<file path="config.mk">
export PLATFORM = sky130hd
export DESIGN_NAME = alu_sequencer_flat
export DESIGN_NICKNAME = d
export VERILOG_FILES = /design/src/rtl/alu_sequencer_if.sv /design/src/rtl/alu_sequencer.sv /design/src/flat_wrapper.sv
export SDC_FILE = /design/constraint.sdc
export NUM_CORES = 1
export LEC_CHECK = 0
export CORE_ASPECT_RATIO = 1.75
export CORE_MARGIN = 1
export CORE_UTILIZATION = 40
export CTS_CLUSTER_DIAMETER = 40
export DETAILED_ROUTE_END_ITERATION = 12
export GPL_ROUTABILITY_DRIVEN = 1
export SYNTH_ARGS = -nofsm -noshare
export SYNTH_HDL_FRONTEND = slang
export SYNTH_SLANG_ARGS = --single-unit
</file>
<file path="constraint.sdc">
create_clock -name i_clk -period 2.9 [get_ports i_clk]
set_input_delay 0.58 -clock i_clk [delete_from_list [all_inputs] [get_ports i_clk]]
set_output_delay 0.58 -clock i_clk [all_outputs]
set_load 0.03 [all_outputs]
</file>
<file path="src/rtl/alu_sequencer_if.sv">
// Instruction, ALU, writeback and debug signals between the sequencer and its environment.
// The sequencer takes the slave view; the instruction source / ALU side takes the master view.
interface alu_sequencer_if;
  logic        i_instr_valid;
  logic [15:0] i_instr;
  logic        o_instr_ready;
  logic [3:0]  o_alu_opcode;
  logic [1:0]  o_alu_extra;
  logic [15:0] o_alu_data1;
  logic [15:0] o_alu_data2;
  logic [15:0] i_alu_data;
  logic        o_wb_valid;
  logic [1:0]  o_wb_reg;
  logic [15:0] o_wb_data;
  logic        o_illegal;
  logic [1:0]  i_dbg_reg;
  logic [15:0] o_dbg_data;

  modport slave (
    input  i_instr_valid, i_instr, i_alu_data, i_dbg_reg,
    output o_instr_ready, o_alu_opcode, o_alu_extra, o_alu_data1, o_alu_data2,
           o_wb_valid, o_wb_reg, o_wb_data, o_illegal, o_dbg_data
  );

  modport master (
    output i_instr_valid, i_instr, i_alu_data, i_dbg_reg,
    input  o_instr_ready, o_alu_opcode, o_alu_extra, o_alu_data1, o_alu_data2,
           o_wb_valid, o_wb_reg, o_wb_data, o_illegal, o_dbg_data
  );
endinterface

</file>
<file path="src/rtl/alu_sequencer.sv">
// Four-state instruction sequencer: accept, decode operands from a 4x16 register file,
// capture the external ALU result, then write back (or flag an unsupported opcode).
module alu_sequencer #(
  parameter logic [15:0] REG_RESET = 16'h0000
) (
  input  logic            i_clk,
  input  logic            i_reset,
  alu_sequencer_if.slave  bus
);

  localparam logic [1:0] ST_IDLE   = 2'd0;
  localparam logic [1:0] ST_DECODE = 2'd1;
  localparam logic [1:0] ST_EXEC   = 2'd2;
  localparam logic [1:0] ST_WB     = 2'd3;

  localparam logic [3:0] OP_ADD   = 4'd0;
  localparam logic [3:0] OP_SUB   = 4'd1;
  localparam logic [3:0] OP_AND   = 4'd2;
  localparam logic [3:0] OP_OR    = 4'd3;
  localparam logic [3:0] OP_SHIFT = 4'd4;
  localparam logic [3:0] OP_MOVE  = 4'd7;
  localparam logic [3:0] OP_LOADC = 4'd9;

  logic [1:0]  state;
  logic [15:0] instr_p0;
  logic [15:0] regs [4];
  logic [3:0]  alu_opcode_p1;
  logic [1:0]  alu_extra_p1;
  logic [15:0] alu_data1_p1;
  logic [15:0] alu_data2_p1;
  logic [15:0] result_p2;

  logic        accept;
  logic        wb_write;
  logic        wb_illegal;
  logic [3:0]  op_q;
  logic [1:0]  rd_q;
  logic [1:0]  extra_q;
  logic [7:0]  imm_q;

  function automatic logic uses_alu(input logic [3:0] op);
    return (op == OP_ADD) || (op == OP_SUB) || (op == OP_AND) ||
           (op == OP_OR)  || (op == OP_SHIFT) || (op == OP_MOVE);
  endfunction

  function automatic logic writes_back(input logic [3:0] op);
    return uses_alu(op) || (op == OP_LOADC);
  endfunction

  assign op_q    = instr_p0[15:12];
  assign rd_q    = instr_p0[11:10];
  assign extra_q = instr_p0[9:8];
  assign imm_q   = instr_p0[7:0];

  assign accept     = (state == ST_IDLE) && bus.i_instr_valid;
  assign wb_write   = (state == ST_WB) && writes_back(op_q);
  assign wb_illegal = (state == ST_WB) && !writes_back(op_q);

  assign bus.o_instr_ready = (state == ST_IDLE);
  assign bus.o_alu_opcode  = alu_opcode_p1;
  assign bus.o_alu_extra   = alu_extra_p1;
  assign bus.o_alu_data1   = alu_data1_p1;
  assign bus.o_alu_data2   = alu_data2_p1;
  assign bus.o_wb_valid    = wb_write;
  assign bus.o_wb_reg      = wb_write ? rd_q : 2'd0;
  assign bus.o_wb_data     = wb_write ? result_p2 : 16'h0000;
  assign bus.o_illegal     = wb_illegal;
  assign bus.o_dbg_data    = regs[bus.i_dbg_reg];

  always_ff @(posedge i_clk) begin
    if (i_reset) begin
      state <= ST_IDLE;
    end else begin
      case (state)
        ST_IDLE:   state <= accept ? ST_DECODE : ST_IDLE;
        ST_DECODE: state <= ST_EXEC;
        ST_EXEC:   state <= ST_WB;
        default:   state <= ST_IDLE;
      endcase
    end
  end

  // p0: instruction capture on the accept edge
  always_ff @(posedge i_clk) begin
    if (accept) begin
      instr_p0 <= bus.i_instr;
    end
  end

  // p1: operands registered in DECODE, held through EXEC/WB, cleared on return to IDLE
  always_ff @(posedge i_clk) begin
    if (i_reset) begin
      alu_opcode_p1 <= 4'd0;
      alu_extra_p1  <= 2'd0;
      alu_data1_p1  <= 16'h0000;
      alu_data2_p1  <= 16'h0000;
    end else if (state == ST_DECODE) begin
      alu_opcode_p1 <= op_q;
      alu_extra_p1  <= extra_q;
      alu_data1_p1  <= regs[rd_q];
      alu_data2_p1  <= extra_q[1] ? {8'h00, imm_q} : regs[imm_q[1:0]];
    end else if (state == ST_WB) begin
      alu_opcode_p1 <= 4'd0;
      alu_extra_p1  <= 2'd0;
      alu_data1_p1  <= 16'h0000;
      alu_data2_p1  <= 16'h0000;
    end
  end

  // p2: result capture in EXEC; LOADC bypasses the ALU entirely
  always_ff @(posedge i_clk) begin
    if (state == ST_EXEC) begin
      result_p2 <= (op_q == OP_LOADC) ? {8'h00, imm_q} : bus.i_alu_data;
    end
  end

  always_ff @(posedge i_clk) begin
    if (i_reset) begin
      for (int i = 0; i < 4; i++) begin
        regs[i] <= REG_RESET;
      end
    end else if (wb_write) begin
      regs[rd_q] <= result_p2;
    end
  end

endmodule

</file>
<file path="src/flat_wrapper.sv">
// flat-port wrapper written by rule: the top's interface ports become plain ports
module alu_sequencer_flat 
#(
  parameter logic [15:0] REG_RESET = 16'h0000
)
  (i_clk, i_reset, bus_i_instr_valid, bus_i_instr, bus_i_alu_data, bus_i_dbg_reg, bus_o_instr_ready, bus_o_alu_opcode, bus_o_alu_extra, bus_o_alu_data1, bus_o_alu_data2, bus_o_wb_valid, bus_o_wb_reg, bus_o_wb_data, bus_o_illegal, bus_o_dbg_data);
  alu_sequencer_if bus_i ();
  input  logic i_clk;
  input  logic i_reset;
  input wire logic [$bits(bus_i.i_instr_valid)-1:0] bus_i_instr_valid;
  input wire logic [$bits(bus_i.i_instr)-1:0] bus_i_instr;
  input wire logic [$bits(bus_i.i_alu_data)-1:0] bus_i_alu_data;
  input wire logic [$bits(bus_i.i_dbg_reg)-1:0] bus_i_dbg_reg;
  output wire logic [$bits(bus_i.o_instr_ready)-1:0] bus_o_instr_ready;
  output wire logic [$bits(bus_i.o_alu_opcode)-1:0] bus_o_alu_opcode;
  output wire logic [$bits(bus_i.o_alu_extra)-1:0] bus_o_alu_extra;
  output wire logic [$bits(bus_i.o_alu_data1)-1:0] bus_o_alu_data1;
  output wire logic [$bits(bus_i.o_alu_data2)-1:0] bus_o_alu_data2;
  output wire logic [$bits(bus_i.o_wb_valid)-1:0] bus_o_wb_valid;
  output wire logic [$bits(bus_i.o_wb_reg)-1:0] bus_o_wb_reg;
  output wire logic [$bits(bus_i.o_wb_data)-1:0] bus_o_wb_data;
  output wire logic [$bits(bus_i.o_illegal)-1:0] bus_o_illegal;
  output wire logic [$bits(bus_i.o_dbg_data)-1:0] bus_o_dbg_data;
  assign bus_i.i_instr_valid = bus_i_instr_valid;
  assign bus_i.i_instr = bus_i_instr;
  assign bus_i.i_alu_data = bus_i_alu_data;
  assign bus_i.i_dbg_reg = bus_i_dbg_reg;
  assign bus_o_instr_ready = bus_i.o_instr_ready;
  assign bus_o_alu_opcode = bus_i.o_alu_opcode;
  assign bus_o_alu_extra = bus_i.o_alu_extra;
  assign bus_o_alu_data1 = bus_i.o_alu_data1;
  assign bus_o_alu_data2 = bus_i.o_alu_data2;
  assign bus_o_wb_valid = bus_i.o_wb_valid;
  assign bus_o_wb_reg = bus_i.o_wb_reg;
  assign bus_o_wb_data = bus_i.o_wb_data;
  assign bus_o_illegal = bus_i.o_illegal;
  assign bus_o_dbg_data = bus_i.o_dbg_data;
  alu_sequencer #(.REG_RESET(REG_RESET)) u_core (.i_clk(i_clk), .i_reset(i_reset), .bus(bus_i));
endmodule
</file>
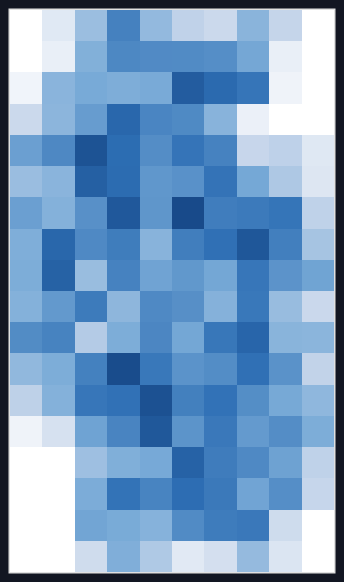
Fig. 1. Local utilization (run 1).
The die is cut into 10 by 18 equal tiles; white is low, dark blue is high, 0 to 100% covered.
9.4% of the tiles are nearly empty. The fullest tile reaches 89%. The mean over all tiles is 48%. 10% of the tiles are over 75% full.

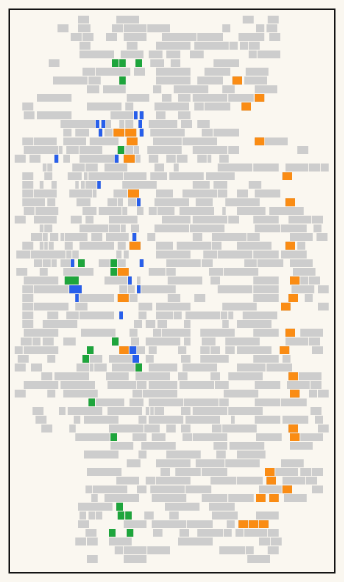
Fig. 2. Gate-type map (run 1).
Orange is AND-OR and OR-AND gates, cells 33, most used a22o_1. Green is AND and OR gates, cells 20, most used and2_1. Blue is NAND gates, cells 21, most used nand2_1.
combinational share of cell area: 0.316
fin cells: 801
dominant logic cell type in the layout: edfxtp_1

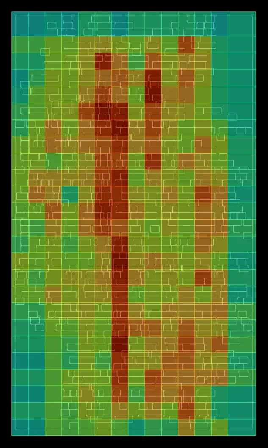
Fig. 3. Routing congestion (run 1).
met2 Use GR: 0.358
total track usage: 0.201
Final Util: 0.526

==> impl_metrics.yaml, run 1 <==
# synthesis and place-and-route metrics
drt:
  dr_wl_met2_um: 9160
  drc: 0
  wl_met1_um: 6790
layout:
  logic_gates: 266
  syn2layout_area_growth_pct: 28.5
  inv_count: 6
  largestClassByArea: "sequential cells"
  clkbuf_count: 21
global_route:
  use_met3: 0.0350
  grt_pass1_wl_um: 26300
  top_usage_layer: "met2"
outcome:
  status: "completed"
timing:
  slew_viol_final: 0
clock_tree:
  clk_pin_slew_ns: 0.06
  insertion_delay_ns: 0.41
  post_cts_buffers: 0
  cts.sinks: 140
logic_synthesis:
  top_area_cell: "edfxtp_1"
  edf_count: 96
power:
  seq_power_share: 0.411
flow_run:
  tool_warnings: 29
critical_path:
  reg2reg_from: "u_core.state[0]"
  ff2ff_setup_slack_ns: 0.66
  worstSetupPathType: "reg -> out"
==> inputs of run 2 (changes only) <==
- CELL_PAD_IN_SITES_DETAIL_PLACEMENT: default -> 1
- CELL_PAD_IN_SITES_GLOBAL_PLACEMENT: default -> 2
- CORE_UTILIZATION: 40 -> 38
- PLACE_DENSITY_LB_ADDON: default -> 0.1
==> run 2 against run 1 <==
Effect of this change: setup slack worse by 0.068 ns; clock skew increased by 0.0080 ns; sequential power about the same; critical path depth is 2 lower; register-to-register slack lost 0.05 ns; clock-buffer cell count rose by 1; final cell count is 1.1% higher; first-iteration DRC count fell by 35%; via count decreased by 0.66%; total power down 7.6%; non-clock buffer count is 5 higher; critical path type unchanged; largest power group unchanged; highest routed layer unchanged.
==> impl_metrics.yaml, run 2 <==
# synthesis and place-and-route metrics
layout:
  largestClassByArea: "sequential cells"
  comb_area_frac: 0.319
  logic_gates: 266
  clkbuf_count: 22
  final_util: 0.499
  largest_reg_flops: 64
  syn2layout_area_growth_pct: 27.5
  inv_count: 6
  final_common_cell: "edfxtp_1"
clock_tree:
  insertion_delay_ns: 0.42
  post_cts_buffers: 0
  clk_pin_slew_ns: 0.06
  cts.sinks: 140
drt:
  wl_met1_um: 6900
  dr_wl_met2_um: 10500
  drc: 0
power:
  leakage_nw: 3.02
  seq_power_share: 0.445
logic_synthesis:
  top_area_cell: "edfxtp_1"
  edf_count: 96
  common_cells: "edfxtp_1, dfxtp_1, mux4_2"
  async_flop_share: 0
outcome:
  status: "completed"
critical_path:
  reg2reg_from: "u_core.instr_p0[14]"
  ff2ff_setup_slack_ns: 0.61
  path_delay_family: "buffers and inverters"
timing:
  fin_ws_ns: 0.158
min_path:
  hold_class: "reg -> reg"
global_route:
  grt_pass1_wl_um: 29100
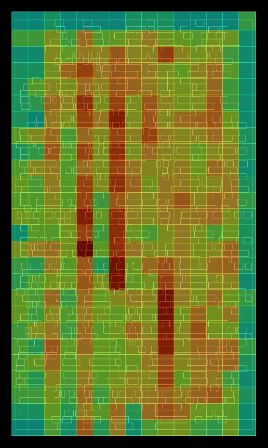
Fig. 4. Routing congestion (run 2).
total track usage: 0.206
Most Used Layer, Global Route: met2
M3 GR Usage: 0.0376
Avg WL per Cell: 22.6 um

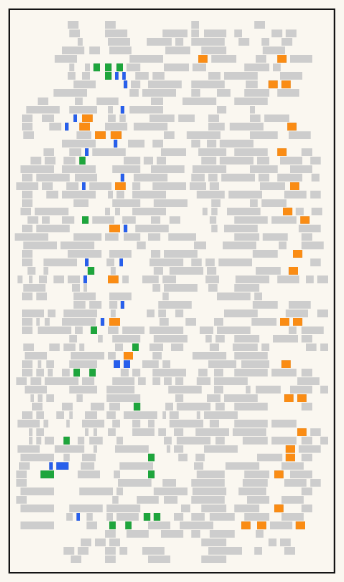
Fig. 5. Gate-type map (run 2).
Green is AND and OR gates, cells 20, most used and2_1. Orange is AND-OR and OR-AND gates, cells 33, most used a22o_1. Blue is NAND gates, cells 21, most used nand2_1.

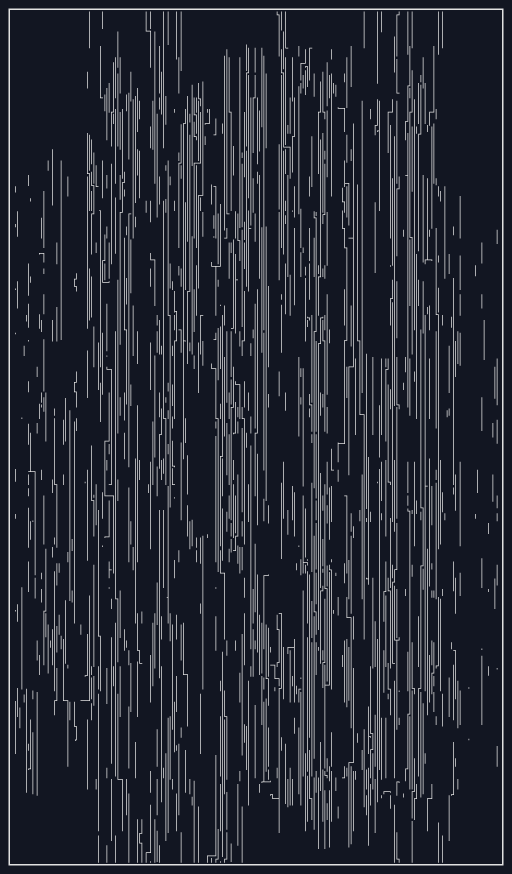
Fig. 6. Met2 routing (run 2).
The longest straight run is 79.2 um. The layer carries 10,500 um of wire. The layer holds 58% of the routed length. 542 nets have wire on it. The wires run mostly vertical.
vias post-DR: 4,483
DRT Wirelength: 18,300 um
met2 Use GR: 0.394

No activity file was given, so power comes from the tool's default toggle rates.
